--- src/rtl/xadc_drp_arbiter_if.sv ---
// Bundle of both requester ports and the XADC DRP pins around xadc_drp_arbiter.
// slave = arbiter side, master = requesters plus XADC primitive side.
interface xadc_drp_arbiter_if #(
    parameter int DRP_ADDRESS_BITS = 7,
    parameter int DRP_DATA_BITS    = 16
);
    logic                        request0;
    logic                        request1;
    logic                        writeEnable0;
    logic                        writeEnable1;
    logic [DRP_ADDRESS_BITS-1:0] address0;
    logic [DRP_ADDRESS_BITS-1:0] address1;
    logic [DRP_DATA_BITS-1:0]    writeData0;
    logic [DRP_DATA_BITS-1:0]    writeData1;
    logic                        done0;
    logic                        done1;
    logic [DRP_DATA_BITS-1:0]    readData0;
    logic [DRP_DATA_BITS-1:0]    readData1;
    logic                        error0;
    logic                        error1;

    logic                        DRPEnable;
    logic                        DRPWriteEnable;
    logic [DRP_ADDRESS_BITS-1:0] DRPAddress;
    logic [DRP_DATA_BITS-1:0]    DRPDataIn;
    logic                        DRPReady;
    logic [DRP_DATA_BITS-1:0]    DRPDataOut;

    modport slave (
        input  request0, request1, writeEnable0, writeEnable1,
        input  address0, address1, writeData0, writeData1,
        output done0, done1, readData0, readData1, error0, error1,
        output DRPEnable, DRPWriteEnable, DRPAddress, DRPDataIn,
        input  DRPReady, DRPDataOut
    );

    modport master (
        output request0, request1, writeEnable0, writeEnable1,
        output address0, address1, writeData0, writeData1,
        input  done0, done1, readData0, readData1, error0, error1,
        input  DRPEnable, DRPWriteEnable, DRPAddress, DRPDataIn,
        output DRPReady, DRPDataOut
    );
endinterface

--- src/rtl/xadc_drp_arbiter.sv ---
// Shares one XADC DRP between the sample reader (port 0) and the config path (port 1).
// Optional DRP watchdog is built when DRP_TIMEOUT_EN is defined.
//
// state   | meaning
// --------+-------------------------------------------------------------
// ST_IDLE | no transaction in flight; arbitrate (skipped in a done cycle)
// ST_WAIT | DEN issued, waiting for DRDY (or watchdog expiry)
module xadc_drp_arbiter #(
    parameter int DRP_ADDRESS_BITS = 7,
    parameter int DRP_DATA_BITS    = 16,
    parameter int MAX_BURST        = 4,
    parameter int TIMEOUT_CYCLES   = 255
) (
    input  logic              clock,
    input  logic              resetN,
    xadc_drp_arbiter_if.slave drp,
    output logic              busy
);

    localparam int BURST_BITS = $clog2(MAX_BURST + 1);

    typedef enum logic {
        ST_IDLE = 1'b0,
        ST_WAIT = 1'b1
    } state_t;

    state_t                      state;
    state_t                      state_next;
    logic                        grant0;
    logic                        grant1;
    logic                        complete;
    logic                        timed_out;
    logic                        expired;
    logic                        owner;
    logic                        burst_limit;
    logic [BURST_BITS-1:0]       burst_count;
    logic                        den_q;
    logic                        dwe_q;
    logic [DRP_ADDRESS_BITS-1:0] addr_q;
    logic [DRP_DATA_BITS-1:0]    din_q;
    logic                        done0_q;
    logic                        done1_q;
    logic [DRP_DATA_BITS-1:0]    rdata0_q;
    logic [DRP_DATA_BITS-1:0]    rdata1_q;

    assign burst_limit = (burst_count == BURST_BITS'(MAX_BURST));

    always_comb begin
        state_next = state;
        grant0     = 1'b0;
        grant1     = 1'b0;
        complete   = 1'b0;
        timed_out  = 1'b0;
        case (state)
            ST_IDLE: begin
                // A requester still holds its request during its done cycle.
                if (!done0_q && !done1_q) begin
                    if (drp.request1 && (!drp.request0 || burst_limit)) begin
                        grant1 = 1'b1;
                    end else if (drp.request0) begin
                        grant0 = 1'b1;
                    end
                end
                if (grant0 || grant1) begin
                    state_next = ST_WAIT;
                end
            end
            ST_WAIT: begin
                if (drp.DRPReady) begin
                    complete   = 1'b1;
                    state_next = ST_IDLE;
                end else if (expired) begin
                    timed_out  = 1'b1;
                    state_next = ST_IDLE;
                end
            end
            default: state_next = ST_IDLE;
        endcase
    end

    always_ff @(posedge clock or negedge resetN) begin
        if (!resetN) begin
            state       <= ST_IDLE;
            owner       <= 1'b0;
            burst_count <= '0;
            den_q       <= 1'b0;
            dwe_q       <= 1'b0;
            addr_q      <= '0;
            din_q       <= '0;
            done0_q     <= 1'b0;
            done1_q     <= 1'b0;
            rdata0_q    <= '0;
            rdata1_q    <= '0;
        end else begin
            state   <= state_next;
            den_q   <= grant0 | grant1;
            dwe_q   <= grant1 ? drp.writeEnable1 : (grant0 & drp.writeEnable0);
            done0_q <= (complete | timed_out) & ~owner;
            done1_q <= (complete | timed_out) & owner;

            if (grant1) begin
                owner  <= 1'b1;
                addr_q <= drp.address1;
                din_q  <= drp.writeData1;
            end else if (grant0) begin
                owner  <= 1'b0;
                addr_q <= drp.address0;
                din_q  <= drp.writeData0;
            end

            if (complete) begin
                if (owner) rdata1_q <= drp.DRPDataOut;
                else       rdata0_q <= drp.DRPDataOut;
            end else if (timed_out) begin
                if (owner) rdata1_q <= '0;
                else       rdata0_q <= '0;
            end

            // The burst guard only matters while port 1 is actually waiting.
            if (!drp.request1 || grant1) begin
                burst_count <= '0;
            end else if (grant0 && !burst_limit) begin
                burst_count <= burst_count + BURST_BITS'(1);
            end
        end
    end

`ifdef DRP_TIMEOUT_EN
    localparam int TIMER_BITS = $clog2(TIMEOUT_CYCLES + 1);

    logic [TIMER_BITS-1:0] timer;
    logic                  error0_q;
    logic                  error1_q;

    // Down-counter loaded on grant; terminal count in WAIT means no DRDY arrived.
    always_ff @(posedge clock or negedge resetN) begin
        if (!resetN) begin
            timer    <= '0;
            error0_q <= 1'b0;
            error1_q <= 1'b0;
        end else begin
            if (grant0 || grant1) begin
                timer <= TIMER_BITS'(TIMEOUT_CYCLES - 1);
            end else if (state == ST_WAIT && timer != '0) begin
                timer <= timer - TIMER_BITS'(1);
            end
            error0_q <= timed_out & ~owner;
            error1_q <= timed_out & owner;
        end
    end

    assign expired    = (state == ST_WAIT) && (timer == '0);
    assign drp.error0 = error0_q;
    assign drp.error1 = error1_q;
`else
    assign expired    = 1'b0;
    assign drp.error0 = 1'b0;
    assign drp.error1 = 1'b0;
`endif

    assign drp.DRPEnable      = den_q;
    assign drp.DRPWriteEnable = dwe_q;
    assign drp.DRPAddress     = addr_q;
    assign drp.DRPDataIn      = din_q;
    assign drp.done0          = done0_q;
    assign drp.done1          = done1_q;
    assign drp.readData0      = rdata0_q;
    assign drp.readData1      = rdata1_q;
    assign busy               = (state == ST_WAIT);

endmodule

--- src/flat_wrapper.sv ---
// flat-port wrapper written by rule: the top's interface ports become plain ports
module xadc_drp_arbiter_flat 
#(
    parameter int DRP_ADDRESS_BITS = 7,
    parameter int DRP_DATA_BITS    = 16,
    parameter int MAX_BURST        = 4,
    parameter int TIMEOUT_CYCLES   = 255
)
  (clock, resetN, busy, drp_request0, drp_request1, drp_writeEnable0, drp_writeEnable1, drp_address0, drp_address1, drp_writeData0, drp_writeData1, drp_done0, drp_done1, drp_readData0, drp_readData1, drp_error0, drp_error1, drp_DRPEnable, drp_DRPWriteEnable, drp_DRPAddress, drp_DRPDataIn, drp_DRPReady, drp_DRPDataOut);
  xadc_drp_arbiter_if #(.DRP_ADDRESS_BITS(DRP_ADDRESS_BITS), .DRP_DATA_BITS(DRP_DATA_BITS)) drp_i ();
  input  logic clock;
  input  logic resetN;
  output logic busy;
  input wire logic [$bits(drp_i.request0)-1:0] drp_request0;
  input wire logic [$bits(drp_i.request1)-1:0] drp_request1;
  input wire logic [$bits(drp_i.writeEnable0)-1:0] drp_writeEnable0;
  input wire logic [$bits(drp_i.writeEnable1)-1:0] drp_writeEnable1;
  input wire logic [$bits(drp_i.address0)-1:0] drp_address0;
  input wire logic [$bits(drp_i.address1)-1:0] drp_address1;
  input wire logic [$bits(drp_i.writeData0)-1:0] drp_writeData0;
  input wire logic [$bits(drp_i.writeData1)-1:0] drp_writeData1;
  output wire logic [$bits(drp_i.done0)-1:0] drp_done0;
  output wire logic [$bits(drp_i.done1)-1:0] drp_done1;
  output wire logic [$bits(drp_i.readData0)-1:0] drp_readData0;
  output wire logic [$bits(drp_i.readData1)-1:0] drp_readData1;
  output wire logic [$bits(drp_i.error0)-1:0] drp_error0;
  output wire logic [$bits(drp_i.error1)-1:0] drp_error1;
  output wire logic [$bits(drp_i.DRPEnable)-1:0] drp_DRPEnable;
  output wire logic [$bits(drp_i.DRPWriteEnable)-1:0] drp_DRPWriteEnable;
  output wire logic [$bits(drp_i.DRPAddress)-1:0] drp_DRPAddress;
  output wire logic [$bits(drp_i.DRPDataIn)-1:0] drp_DRPDataIn;
  input wire logic [$bits(drp_i.DRPReady)-1:0] drp_DRPReady;
  input wire logic [$bits(drp_i.DRPDataOut)-1:0] drp_DRPDataOut;
  assign drp_i.request0 = drp_request0;
  assign drp_i.request1 = drp_request1;
  assign drp_i.writeEnable0 = drp_writeEnable0;
  assign drp_i.writeEnable1 = drp_writeEnable1;
  assign drp_i.address0 = drp_address0;
  assign drp_i.address1 = drp_address1;
  assign drp_i.writeData0 = drp_writeData0;
  assign drp_i.writeData1 = drp_writeData1;
  assign drp_done0 = drp_i.done0;
  assign drp_done1 = drp_i.done1;
  assign drp_readData0 = drp_i.readData0;
  assign drp_readData1 = drp_i.readData1;
  assign drp_error0 = drp_i.error0;
  assign drp_error1 = drp_i.error1;
  assign drp_DRPEnable = drp_i.DRPEnable;
  assign drp_DRPWriteEnable = drp_i.DRPWriteEnable;
  assign drp_DRPAddress = drp_i.DRPAddress;
  assign drp_DRPDataIn = drp_i.DRPDataIn;
  assign drp_i.DRPReady = drp_DRPReady;
  assign drp_i.DRPDataOut = drp_DRPDataOut;
  xadc_drp_arbiter #(.DRP_ADDRESS_BITS(DRP_ADDRESS_BITS), .DRP_DATA_BITS(DRP_DATA_BITS), .MAX_BURST(MAX_BURST), .TIMEOUT_CYCLES(TIMEOUT_CYCLES)) u_core (.clock(clock), .resetN(resetN), .drp(drp_i), .busy(busy));
endmodule
--- config.mk ---
export PLATFORM = sky130hd
export DESIGN_NAME = xadc_drp_arbiter_flat
export DESIGN_NICKNAME = d
export VERILOG_FILES = /design/src/rtl/xadc_drp_arbiter_if.sv /design/src/rtl/xadc_drp_arbiter.sv /design/src/flat_wrapper.sv
export SDC_FILE = /design/constraint.sdc
export NUM_CORES = 1
export LEC_CHECK = 0
export ABC_CLOCK_PERIOD_IN_PS = 3000
export CAP_MARGIN = 25
export CORE_MARGIN = 1
export CORE_UTILIZATION = 30
export DETAILED_ROUTE_END_ITERATION = 12
export DONT_BUFFER_PORTS = 1
export SKIP_LAST_GASP = 1
export SLEW_MARGIN = 5
export SYNTH_ARGS = -nofsm -noshare
export SYNTH_HDL_FRONTEND = slang
export SYNTH_SLANG_ARGS = --single-unit
--- constraint.sdc ---
create_clock -name clock -period 3 [get_ports clock]
set_clock_uncertainty 0.05 [all_clocks]
set_input_delay 0.6 -clock clock [delete_from_list [all_inputs] [get_ports clock]]
set_output_delay 0.6 -clock clock [all_outputs]
set_load 0.01 [all_outputs]
==> flow.log, run 1 <==
[report] implementation figures
INFO  metric outcome = finished, violations left
INFO  metric violated_checks = DRC
INFO  metric clock_tree.buffer_depth = 2
INFO  metric timing.final.hold_violations = 0
INFO  metric ys_ff = 64
INFO  metric hold_fix_buffers_cts = 1
INFO  metric fillCellCount = 890
INFO  metric cell_count_listed_in_synth_stat_txt = 193
INFO  metric timing.critical_path.buf_inv = 0
INFO  metric setup_total_negative_slack = 0 ns
INFO  metric max-cap-violations = 0
INFO  metric crit_type = register to register
INFO  metric layout.nonclk_buf_share = 1.13%
INFO  metric grt_antenna_before_repair = 0
INFO  metric reg2reg_setup_slack = 1.23 ns
INFO  metric cp_cell_sequence = nor3_4, nand3_4, o221a_2
INFO  metric ctsHtreeMaxLevel = 3
INFO  metric seqPwrFrac = 48.5%
INFO  metric cpMaxStageDelayCell = sky130_fd_sc_hd__dfrtp_1
INFO  metric worst_setup_path_end_kind = register
INFO  metric detailedRoute.firstIterationViolations = 68
INFO  metric mostFrequentLayoutCells = sky130_fd_sc_hd__dfrtp_1 (64), sky130_fd_sc_hd__mux2_2 (32), sky130_fd_sc_hd__o21bai_1 (23)
INFO  metric clock_net_power = 0.000931 W
INFO  metric regArea = 1600 um2
INFO  metric layout-area-overhead-vs-synth = 11.1%
INFO  metric cts_made_buffers = 9
INFO  metric grt_pass1_wl = 9820 um
INFO  metric antenna_violating_nets_post_route = 0
INFO  metric gr-total-overflow = 0
INFO  metric seqAreaFraction = 51.7%
INFO  metric cp-start-kind = register
INFO  metric comb_area = 1050 um2
INFO  metric power.share.combinational = 25.8%
INFO  metric synth_largest_type_area_fraction = 57.5%
INFO  metric hp-class = input pin to asynchronous set/reset pin
INFO  metric crit_path_max_incr_delay = 0.50 ns
INFO  metric drt_pre_antenna_iters = 10
INFO  metric timing.final.crit_period = 1.77 ns
INFO  metric seq_cells = 64
INFO  metric grt_start_max_net_pins = 65
INFO  metric tapcells_inserted = 108
INFO  metric seq_power = 0.00176 W
INFO  metric rows = 34
INFO  metric nonClockInverterCount = 7
INFO  metric routedWlPerCell = 20.3 um
INFO  metric cts.clk_slew.worst_paths = 0.07 ns
INFO  metric netlist_area = 2790 um2
INFO  metric ys_chip_area = 2790 um2
INFO  metric yosysTopAreaCell = sky130_fd_sc_hd__dfrtp_1
INFO  metric tightest_slew = 0.522 ns
INFO  metric floorplan.die.height = 98.4 um
INFO  metric postSynthAreaPerCell = 14.4 um2
INFO  metric drcViolationCount = 12
INFO  metric powerComb = 0.000938 W
INFO  metric setup_viol = 0
INFO  metric worstPathArrival = 1.94 ns
INFO  metric max-vdd-ir-drop = 443 uV
INFO  metric leakage = 1.29 nW
INFO  metric cts_setup_buffers = 0
INFO  metric reg2regPathDepth = 3
INFO  metric cp_top_family = simple AND/OR/NAND/NOR gates
INFO  metric grt_setup_unrepaired = no
INFO  metric port_buffers = 0
INFO  metric asyncSetResetFlopFracSynth = 100%
INFO  metric total_global_routing_track_utilization = 13.4%
INFO  metric die-width = 98.4 um
INFO  metric totalWireLength = 6220 um
INFO  metric p_int = 0.00239 W
INFO  metric timing.final.max_slew_violations = 0
INFO  metric power.density = 1170 nW/um2
INFO  metric logic_depth_of_the_worst_path_buffers_included = 3
INFO  metric non_clock_buffer_count = 2
INFO  metric worst_r2r_endpoint = u_core.drp.DRPAddress[1]
INFO  metric final_nets = 264
INFO  metric cts_tree = built
INFO  metric worst-endpoint-required = 3.17 ns
INFO  metric pin_count = 131
INFO  metric first_global_vias = 1,863
INFO  metric postSynth.topFlopCell = sky130_fd_sc_hd__dfrtp_1
INFO  metric dpl.hpwl = 3990 um
INFO  metric synth.yosys.seq_area_share = 57.5%
INFO  metric chip_area = 9680 um2
INFO  metric stage_log_warnings = 27
INFO  metric clockPowerShare = 25.7%
INFO  metric routabilityCongestion = 0.692
INFO  metric clk_share = 8.16%
INFO  metric dominant_power_group = registers
INFO  metric clkSinkCount = 64
INFO  metric synthesis.instances = 193
INFO  metric final.clkbuf_count = 10
INFO  metric cts_resized = 0
INFO  metric synth.area.top_cells = sky130_fd_sc_hd__dfrtp_1 (57%), sky130_fd_sc_hd__mux2_2 (13%), sky130_fd_sc_hd__o21bai_1 (6.2%)
INFO  metric diodes = 0
INFO  metric enable_flop_cells = 0
INFO  metric reg2reg_from = u_core.busy
INFO  metric numPlacedInstances = 289
INFO  metric max_slew_margin = 65.0%
INFO  metric pre_cts_slack = 1.21 ns
INFO  metric final_layout_size_suffix_gt1_share = 34.8%
INFO  metric post_route_fraction_of_the_period_consumed_by_the_critical_path = 58.9%
INFO  metric post_dr_vias_cell = 5.52
INFO  metric dominant-cell-class = registers
INFO  metric top_cell = sky130_fd_sc_hd__dfrtp_1
INFO  metric post_synth_top_cells = sky130_fd_sc_hd__dfrtp_1 (64), sky130_fd_sc_hd__mux2_2 (32), sky130_fd_sc_hd__o21bai_1 (23)
INFO  metric switching_fraction = 34.2%
INFO  metric total_switching_power = 0.00124 W
INFO  metric comb-cell-share = 33.8%
INFO  metric final_layout_top_logic_cell = sky130_fd_sc_hd__dfrtp_1
INFO  metric routed-via-count = 1,690
INFO  metric max_freq = 566 MHz
INFO  metric multiInputCombCellCount = 109
INFO  metric clockRootBuffer = sky130_fd_sc_hd__clkbuf_8
INFO  metric clock_insertion_delay_worst_skew = 0.33 ns
INFO  metric critPathMaxFanout = 23
INFO  metric final_critical_path_setup_slack = 1.23 ns
INFO  metric yosysWarnings = 0
INFO  metric yosysUniqueCellTypes = 30
## run 1: state kept, by name, indices dropped and copies added, names as in the netlist
register                   count
u_core.drp.readData1          16
u_core.drp.DRPWriteEnable      1
u_core.drp.done0               1
u_core.drp.DRPDataIn          16
u_core.drp.readData0          16
u_core.busy                    1
u_core.drp.DRPEnable           1
u_core.owner                   1
u_core.drp.done1               1
u_core.drp.DRPAddress          7
u_core.burst_count             3
## run 1: kinds of logic (layout without fill, tap and decap cells)
kind of cell	after synthesis	count (layout)	share of synthesized area (%)
multiplexers	32	32	12.9
AND-OR/OR-AND	57	57	18.6
flip-flops	64	64	57.5
AND/OR/NAND/NOR	16	16	4.76
adder cells (fa/ha/maj)	2	2	0.898
other	1	2	0.135
buffers and inverters	21	25	5.21
## run 1: metal layers
metal	vias up	GRT usage, %	wire (um)
met3	12	7.73	892
met2	106	22.2	2830
li1	717	-	-
met4	0	5.40	107
met5	-	0	0
met1	855	13.9	2390
## run 1: how the worst max path moves through the flow
stage | end | from
after floorplan | u_core.drp.DRPDataIn[12] | drp_request1
after global placement | u_core.drp.DRPDataIn[13] | u_core.busy
after detailed placement | u_core.drp.DRPDataIn[2] | u_core.busy
after CTS | u_core.drp.DRPDataIn[12] | u_core.busy
after global routing | u_core.drp.DRPDataIn[2] | u_core.burst_count[0]
final | u_core.drp.DRPAddress[1] | u_core.busy
## run 1: through the flow
step           hold WS (ns)  power [W]  cell area, um2  util, %
2_1_floorplan         0.254    0.00256            2790        -
3_3_place_gp          0.256    0.00267            2820     31.8
3_5_place_dp          0.256    0.00271            2820     31.8
4_1_cts              0.0794    0.00369            3100     35.0
5_1_grt              0.0897    0.00386            3100     35.0
6_report             0.0857    0.00363            3100     35.0
**Run 1: placed standard cells**

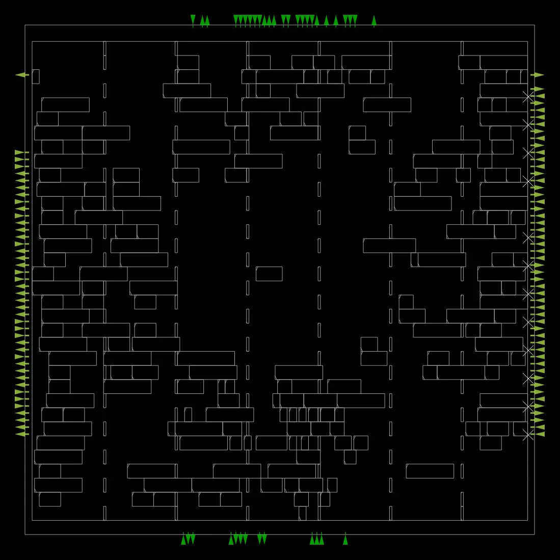
number of standard cells in the layout, taps in and fillers out: 306
share of the core filled with cells: 35.0%
total core area: 8850 um2

**Run 1: cell density map**

Bar = 20 um. The die is cut into 10 by 10 equal tiles; white is low, dark blue is high, 0 to 100% covered.
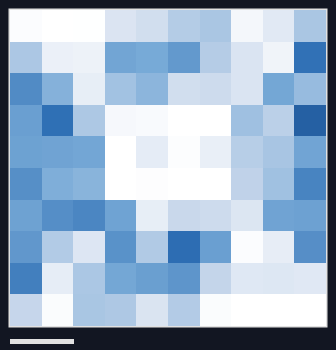
tiles over 75% full: 2.0%
mean over tiles: 31%
emptiest ninth of the die: centre
nearly empty tiles: 15%
densest ninth of the die: middle left
fullest tile: 81%
core utilization before placement: 31.5%

**Run 1: register map, names as in the netlist**

Bar = 20 um. Other sequential cells in the stronger grey, the rest of the logic in the fainter grey.
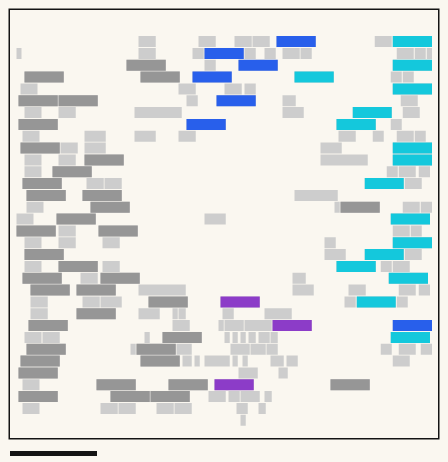
[u_core.drp.DRPAddress] blue | placed flops: 7 | where: top centre
[u_core.drp.DRPDataIn] cyan | placed flops: 16
[u_core.burst_count] purple | placed flops: 3
not coloured: 38

==> run 2: changes to the inputs <==
--- a/config.mk
+++ b/config.mk
@@ -5,7 +5,7 @@
 export SDC_FILE = /design/constraint.sdc
 export NUM_CORES = 1
 export LEC_CHECK = 0
-export ABC_CLOCK_PERIOD_IN_PS = 3000
+export ABC_CLOCK_PERIOD_IN_PS = 1800
 export CAP_MARGIN = 25
 export CORE_MARGIN = 1
 export CORE_UTILIZATION = 30
==> constraint.sdc (replaced) <==
create_clock -name clock -period 1.8 [get_ports clock]
set_clock_uncertainty 0.05 [all_clocks]
set_input_delay 0.36 -clock clock [delete_from_list [all_inputs] [get_ports clock]]
set_output_delay 0.36 -clock clock [all_outputs]
set_load 0.01 [all_outputs]
**Run 2: floorplan with the power grid**

Bar = 20 um. Pins as bars on the die edge. Tap cells in grey.
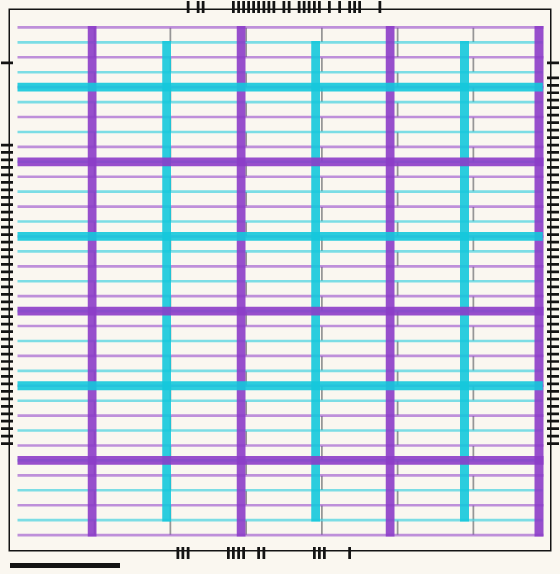
[VSS] purple
[VDD] cyan
tap cells: 108
met5 straps: 6
rows: 34
signal pins: 131

**Run 2: wires at chosen ports, followed through buffers**

Bar = 20 um.
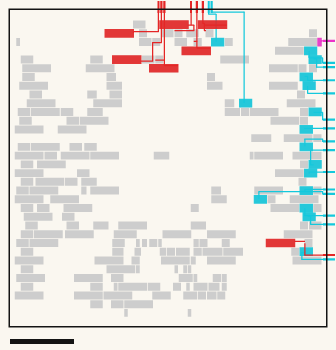
[drp_error0] magenta | bits: 1 | direction: output | end cells: 1 | buffers: 0 | wire: 1.30 um
[drp_DRPAddress] red | bits: 7 | direction: output | end cells: 7 | buffers: 0 | wire: 118 um
[drp_writeData1] cyan | bits: 16 | direction: input | end cells: 16 | buffers: 0 | wire: 173 um
boundary pin count: 131
port buffer count: 0

==> flow.log, run 2 <==
[report] implementation figures
INFO  metric synthesis.instances = 193
INFO  metric grt_setup_unrepaired = no
INFO  metric final_layout_size_suffix_gt1_share = 36.5%
INFO  metric violated_checks = DRC, hold timing
INFO  metric final_critical_path_setup_slack = 0.0962 ns
INFO  metric grt_antenna_before_repair = 0
INFO  metric max_freq = 587 MHz
INFO  metric mux_area_share = 12.9%
INFO  metric first_global_vias = 1,712
INFO  metric postSynthAreaPerCell = 14.4 um2
INFO  metric chip_area = 9680 um2
INFO  metric antenna_violating_nets_post_route = 0
INFO  metric diodes = 0
INFO  metric setup_total_negative_slack = 0 ns
INFO  metric cts_made_buffers = 9
INFO  metric final_nets = 269
INFO  metric route.met2.wl = 2690 um
INFO  metric coreArea = 8850 um2
INFO  metric post_synth_and_or_nand_nor_area_fraction = 4.76%
INFO  metric netlist_area = 2790 um2
INFO  metric numPlacedInstances = 292
INFO  metric setup_viol = 0
INFO  metric clockRootBuffer = sky130_fd_sc_hd__clkbuf_8
INFO  metric rows = 34
INFO  metric synth.yosys.seq_area_share = 57.5%
INFO  metric seq_power = 0.00292 W
INFO  metric crit_path_max_incr_delay = 0.42 ns
INFO  metric total_switching_power = 0.00212 W
INFO  metric critPathMaxFanout = 12
INFO  metric reg2reg_from = u_core.burst_count[0]
INFO  metric stage_log_warnings = 29
INFO  metric cell_count_listed_in_synth_stat_txt = 193
INFO  metric timing.final.max_slew_violations = 0
INFO  metric post_synth_fa_ha_maj_area_fraction = 0.898%
INFO  metric final.hold.worst_slack = -0.349 ns
INFO  metric synth_xor_xnor_area_share = 0%
INFO  metric max-cap-violations = 0
INFO  metric clock_insertion_delay_worst_skew = 0.34 ns
INFO  metric post_synth_top_cells = sky130_fd_sc_hd__dfrtp_1 (64), sky130_fd_sc_hd__mux2_2 (32), sky130_fd_sc_hd__o21bai_1 (23)
INFO  metric top_cell = sky130_fd_sc_hd__dfrtp_1
INFO  metric core_util_floorplan = 31.5%
INFO  metric drt_pre_antenna_iters = 10
INFO  metric synth.area.top_cells = sky130_fd_sc_hd__dfrtp_1 (57%), sky130_fd_sc_hd__mux2_2 (13%), sky130_fd_sc_hd__o21bai_1 (6.2%)
INFO  metric totalWireLength = 6210 um
INFO  metric detailedRoute.firstIterationViolations = 89
INFO  metric routedWlPerCell = 20.0 um
INFO  metric dominant_power_group = registers
INFO  metric seqPwrFrac = 51.0%
INFO  metric pre_cts_slack = 0.0932 ns
INFO  metric timing.critical_path.buf_inv = 1
INFO  metric cp_cell_sequence = inv_1, ha_1, a21bo_2, nand3_4, o221a_2
INFO  metric asyncSetResetFlopFracSynth = 100%
INFO  metric grt_start_max_net_pins = 65
INFO  metric power.share.combinational = 29.3%
INFO  metric worst-endpoint-required = 1.98 ns
INFO  metric postSynth.topFlopCell = sky130_fd_sc_hd__dfrtp_1
INFO  metric fillCellCount = 870
INFO  metric routed-via-count = 1,656
INFO  metric die-width = 98.4 um
INFO  metric p_int = 0.00361 W
INFO  metric max-vdd-ir-drop = 748 uV
INFO  metric post_dr_vias_cell = 5.32
INFO  metric routabilityCongestion = 0.695
INFO  metric clockPowerShare = 19.7%
INFO  metric cts_tree = built
INFO  metric cts.clk_slew.worst_paths = 0.09 ns
INFO  metric synthAoiAreaFrac = 18.6%
INFO  metric timing.final.crit_period = 1.70 ns
INFO  metric synth.logic.top_family = AND-OR/OR-AND gates
INFO  metric powerComb = 0.00168 W
INFO  metric ys_ff = 64
INFO  metric wl_met3 = 842 um
INFO  metric post_route_fraction_of_the_period_consumed_by_the_critical_path = 94.7%
INFO  metric grt_pass1_wl = 9130 um
INFO  metric floorplan.die.height = 98.4 um
INFO  metric ys_chip_area = 2790 um2
INFO  metric dpl.hpwl = 3870 um
INFO  metric enable_flop_cells = 0
INFO  metric reg2regPathDepth = 5
INFO  metric cp-start-kind = register
INFO  metric final_layout_top_logic_cell = sky130_fd_sc_hd__dfrtp_1
INFO  metric cp_top_family = AND-OR/OR-AND gates
INFO  metric clock_net_power = 0.00113 W
INFO  metric synth_largest_type_area_fraction = 57.5%
INFO  metric yosysUniqueCellTypes = 30
INFO  metric outcome = finished, violations left
INFO  metric crit_type = register to register
INFO  metric layout-area-overhead-vs-synth = 9.92%
INFO  metric yosysWarnings = 0
INFO  metric ctsHtreeMaxLevel = 3
INFO  metric m1WireLength = 2600 um
INFO  metric reg2reg_setup_slack = 0.1 ns
INFO  metric mostFrequentLayoutCells = sky130_fd_sc_hd__dfrtp_1 (64), sky130_fd_sc_hd__mux2_2 (32), sky130_fd_sc_hd__o21bai_1 (23)
INFO  metric yosysTopAreaCell = sky130_fd_sc_hd__dfrtp_1
INFO  metric clock_tree.buffer_depth = 2
INFO  metric timing.final.hold_violations = 64
INFO  metric gr-total-overflow = 0
INFO  metric worst_r2r_endpoint = u_core.drp.DRPDataIn[0]
INFO  metric cpMaxStageDelayCell = sky130_fd_sc_hd__dfrtp_1
INFO  metric fin_util = 34.6%
INFO  metric stdcell_count = 311
INFO  metric highest-signal-layer = met4
INFO  metric power.density = 1870 nW/um2
INFO  metric drcViolationCount = 12
INFO  metric leakage = 1.27 nW
INFO  metric clkSinkCount = 64
INFO  metric hp-class = input pin to asynchronous set/reset pin
INFO  metric worst_setup_path_end_kind = register
INFO  metric switching_fraction = 37.0%
INFO  metric total_global_routing_track_utilization = 12.5%
INFO  metric worstPathArrival = 1.89 ns
**Run 2: cell density map**

Bar = 20 um. The die is cut into 10 by 10 equal tiles; white is low, dark blue is high, 0 to 100% covered.
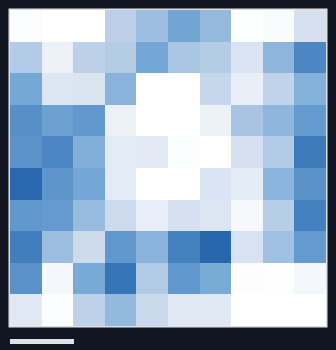
nearly empty tiles: 18%
emptiest ninth of the die: centre
densest ninth of the die: middle left
fullest tile: 78%
tiles over 75% full: 2.0%
mean over tiles: 30%

## run 2: cell counts after synthesis
No cell type changed its count.
## run 2: area by class of cell
| type | instances | area, um2 | share of cell area [%] |
|---|---|---|---|
| clock buffer | 9 | 124 | 4.04 |
| clock inverter | 7 | 55.1 | 1.80 |
| inverter | 7 | 26.3 | 0.858 |
| multi-input combinational | 110 | 1060 | 34.7 |
| sequential | 64 | 1600 | 52.3 |
| tap | 108 | 135 | 4.41 |
| timing repair buffer | 6 | 57.6 | 1.88 |
## run 2: timing repair
item                                    in CTS  in global routing
resized                                      0                  1
endpoints found under the setup margin       0                 23
buffers inserted                             0                  2
hold endpoints to repair                    64                 64
## run 2: worst max-delay path by stage
stage               slack, ns                   from                  endpoint  cells after the start
floorplan                0.27            u_core.busy   u_core.drp.DRPDataIn[2]                      4
global placement         0.12  u_core.burst_count[0]  u_core.drp.DRPDataIn[12]                      5
detailed placement       0.09  u_core.burst_count[0]  u_core.drp.DRPAddress[6]                      5
CTS                      0.06  u_core.burst_count[0]  u_core.drp.DRPDataIn[12]                      5
global route            0.005  u_core.burst_count[0]   u_core.drp.DRPDataIn[6]                      5
finish                    0.1  u_core.burst_count[0]   u_core.drp.DRPDataIn[0]                      5
## run 2: metal layers
layer / vias up / global-route usage [%]
met1: 804 / 16.0
met5: - / 0
li1: 730 / -
met3: 9 / 5.94
met2: 113 / 17.9
met4: 0 / 5.28
## run 2: metrics by stage
stage	instance area (um2)	total power, W
after detailed placement	2850	0.00457
after global placement	2850	0.00454
after CTS	3030	0.00575
after floorplan	2790	0.00427
final	3060	0.00574
after global routing	3060	0.00611
==> run 3: changes to the inputs <==
--- a/config.mk
+++ b/config.mk
@@ -5,6 +5,7 @@
 export SDC_FILE = /design/constraint.sdc
 export NUM_CORES = 1
 export LEC_CHECK = 0
+export ABC_AREA = 0
 export ABC_CLOCK_PERIOD_IN_PS = 1800
 export CAP_MARGIN = 25
 export CORE_MARGIN = 1
**Run 3: cell density map**

Bar = 20 um. The die is cut into 10 by 10 equal tiles; white is low, dark blue is high, 0 to 100% covered.
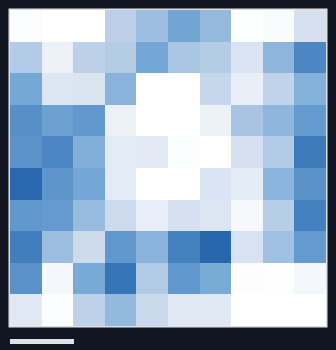
fullest tile: 78%
mean over tiles: 30%
nearly empty tiles: 18%
emptiest ninth of the die: centre
share of the core filled with cells: 34.6%

**Run 3: placed standard cells**

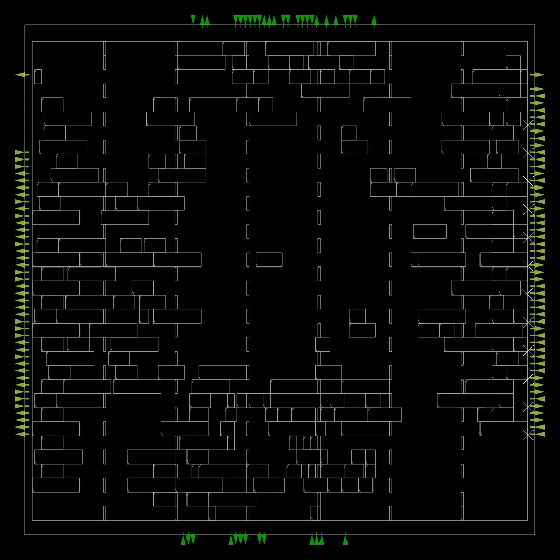
flop count: 64
filler instances: 870
proportion of cell area occupied by registers: 52.3%
site row count: 34
number of standard cells in the layout, taps in and fillers out: 311

==> flow.log, run 3 <==
[report] implementation figures
INFO  metric timing.critical_path.buf_inv = 1
INFO  metric clockRootBuffer = sky130_fd_sc_hd__clkbuf_8
INFO  metric post_route_fraction_of_the_period_consumed_by_the_critical_path = 94.7%
INFO  metric antenna_violating_nets_post_route = 0
INFO  metric crit_type = register to register
INFO  metric stage_log_warnings = 29
INFO  metric p_int = 0.00361 W
INFO  metric power.density = 1870 nW/um2
INFO  metric crit_path_max_incr_delay = 0.42 ns
INFO  metric use_met2 = 17.9%
INFO  metric synthesis.instances = 193
INFO  metric layout-area-overhead-vs-synth = 9.92%
INFO  metric ys_chip_area = 2790 um2
INFO  metric enable_flop_cells = 0
INFO  metric routabilityCongestion = 0.695
INFO  metric final_nets = 269
INFO  metric coreArea = 8850 um2
INFO  metric totalWireLength = 6210 um
INFO  metric dpl.hpwl = 3870 um
INFO  metric violated_checks = DRC, hold timing
INFO  metric wl_met3 = 842 um
INFO  metric timing.final.hold_violations = 64
INFO  metric floorplan.die.height = 98.4 um
INFO  metric final.hold.worst_slack = -0.349 ns
INFO  metric global_route.peak_usage_layer = met2
INFO  metric diodes = 0
INFO  metric clock_insertion_delay_worst_skew = 0.34 ns
INFO  metric seq_power = 0.00292 W
INFO  metric clock_tree.buffer_depth = 2
INFO  metric max-cap-violations = 0
INFO  metric pin_count = 131
INFO  metric final_layout_top_logic_cell = sky130_fd_sc_hd__dfrtp_1
INFO  metric pre_cts_slack = 0.0932 ns
INFO  metric leakage = 1.27 nW
INFO  metric cts_made_buffers = 9
INFO  metric first_global_vias = 1,712
INFO  metric ctsHtreeMaxLevel = 3
INFO  metric top_cell = sky130_fd_sc_hd__dfrtp_1
INFO  metric final_layout_size_suffix_gt1_share = 36.5%
INFO  metric critPathLaunch = u_core.burst_count[0]
INFO  metric clock_net_power = 0.00113 W
INFO  metric final_critical_path_setup_slack = 0.0962 ns
INFO  metric yosysTopAreaCell = sky130_fd_sc_hd__dfrtp_1
INFO  metric routedWlPerCell = 20.0 um
INFO  metric grt_pass1_wl = 9130 um
INFO  metric drcViolationCount = 12
INFO  metric timing.final.crit_period = 1.70 ns
INFO  metric mostFrequentLayoutCells = sky130_fd_sc_hd__dfrtp_1 (64), sky130_fd_sc_hd__mux2_2 (32), sky130_fd_sc_hd__o21bai_1 (23)
INFO  metric worst_setup_path_end_kind = register
INFO  metric ys_ff = 64
INFO  metric total_switching_power = 0.00212 W
INFO  metric die-width = 98.4 um
INFO  metric m1WireLength = 2600 um
INFO  metric netlist_area = 2790 um2
INFO  metric cp_top_family = AND-OR/OR-AND gates
INFO  metric chip_area = 9680 um2
INFO  metric grt_start_max_net_pins = 65
INFO  metric max_freq = 587 MHz
INFO  metric switching_fraction = 37.0%
INFO  metric synth_largest_type_area_fraction = 57.5%
INFO  metric global_route_met1_usage = 16.0%
INFO  metric placement.cell_area = 2850 um2
INFO  metric highest-signal-layer = met4
INFO  metric clockPowerShare = 19.7%
INFO  metric cts.clk_slew.worst_paths = 0.09 ns
INFO  metric worst-endpoint-required = 1.98 ns
INFO  metric yosysUniqueCellTypes = 30
INFO  metric gr-total-overflow = 0
INFO  metric cell_count_listed_in_synth_stat_txt = 193
INFO  metric worstPathArrival = 1.89 ns
INFO  metric cp_cell_sequence = inv_1, ha_1, a21bo_2, nand3_4, o221a_2
INFO  metric detailedRoute.firstIterationViolations = 89
INFO  metric synth.yosys.seq_area_share = 57.5%
INFO  metric hp-class = input pin to asynchronous set/reset pin
INFO  metric grt_setup_unrepaired = no
INFO  metric postSynth.topFlopCell = sky130_fd_sc_hd__dfrtp_1
INFO  metric reg2regPathDepth = 5
INFO  metric gr-usage-met3 = 5.94%
INFO  metric total_global_routing_track_utilization = 12.5%
INFO  metric yosysWarnings = 0
INFO  metric asyncSetResetFlopFracSynth = 100%
INFO  metric cpMaxStageDelayCell = sky130_fd_sc_hd__dfrtp_1
INFO  metric routed-via-count = 1,656
INFO  metric cts_tree = built
INFO  metric dominant_power_group = registers
INFO  metric synth.area.top_cells = sky130_fd_sc_hd__dfrtp_1 (57%), sky130_fd_sc_hd__mux2_2 (13%), sky130_fd_sc_hd__o21bai_1 (6.2%)
INFO  metric seqPwrFrac = 51.0%
INFO  metric timing.final.max_slew_violations = 0
INFO  metric powerComb = 0.00168 W
INFO  metric port_buffers = 0
INFO  metric drt_pre_antenna_iters = 10
INFO  metric reg2reg_from = u_core.burst_count[0]
INFO  metric grt_antenna_before_repair = 0
INFO  metric critPathMaxFanout = 12
INFO  metric design_area = 3060 um2
INFO  metric max-vdd-ir-drop = 748 uV
INFO  metric post_dr_vias_cell = 5.32
INFO  metric route.met2.wl = 2690 um
INFO  metric logic_depth_of_the_worst_path_buffers_included = 5
INFO  metric outcome = finished, violations left
INFO  metric cp-start-kind = register
INFO  metric setup_viol = 0
INFO  metric core_util_floorplan = 31.5%
**Run 3: floorplan with the power grid**

Bar = 20 um. Pins as bars on the die edge. Tap cells in grey.
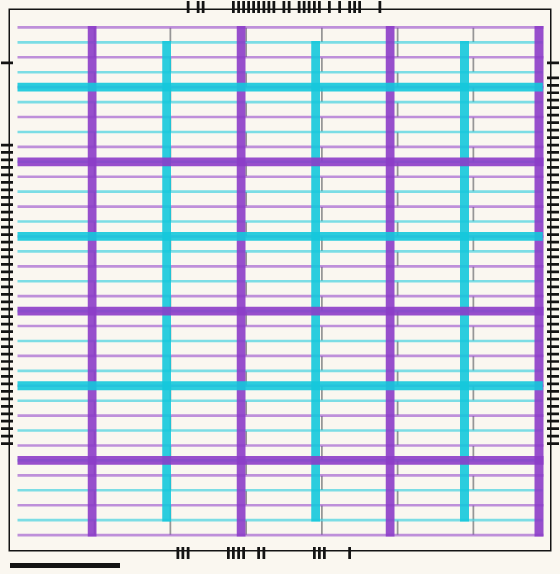
[VDD] cyan
[VSS] purple
met4 straps: 7
met5 straps: 6
tap cells: 108
met1 rails: 35

## run 3: cell counts in the layout (fill, tap and decap cells not counted)
No cell type changed its count.
## run 3: per-stage QoR
| step | power, W | hold WS [ns] | util (%) | std cells |
|---|---|---|---|---|
| after floorplan | 0.00427 | 0.0144 | - | 194 |
| after global placement | 0.00454 | 0.0157 | 32.2 | 292 |
| after detailed placement | 0.00457 | 0.0156 | 32.2 | 292 |
| after CTS | 0.00575 | -0.371 | 34.2 | 308 |
| after global routing | 0.00611 | -0.377 | 34.6 | 311 |
| final | 0.00574 | -0.349 | 34.6 | 311 |
## run 3: final timing paths
| path | to | slack [ns] |
|---|---|---|
| worst max-delay path | u_core.drp.DRPDataIn[0] | 0.1 |
| worst min-delay path | u_core.drp.DRPDataIn[4] | -0.35 |
| worst max register to register | u_core.drp.DRPDataIn[0] | 0.1 |
| worst min register to register | u_core.drp.readData0[12] | 0.53 |
| max in group asynchronous | u_core.drp.readData1[7] | 1.94 |
| min in group clock | u_core.busy | 0.08 |
## run 3: final cells by class
class | instances | area [um2] | share of cell area (%)
repair buffers | 6 | 57.6 | 1.88
clock inverters | 7 | 55.1 | 1.80
flip-flops and latches | 64 | 1600 | 52.3
well taps | 108 | 135 | 4.41
clock buffers | 9 | 124 | 4.04
inverters | 7 | 26.3 | 0.858
multi-input cells | 110 | 1060 | 34.7
## run 3: logic make-up after synthesis
logic type                 Yosys count  synth area share (%)
other                                1                 0.135
adders and majority gates            2                 0.898
and+or+nand+nor                     16                  4.76
AOI/OAI and AO/OA                   57                  18.6
buffers and inverters               21                  5.21
muxes                               32                  12.9
DFF                                 64                  57.5
## run 3: what timing repair did
item / CTS / global route
setup buffers: 0 / 2
endpoints found under the hold margin: 64 / 64
setup endpoints to repair: 0 / 23
resized: 0 / 1
Power and IR drop assume default switching activity.
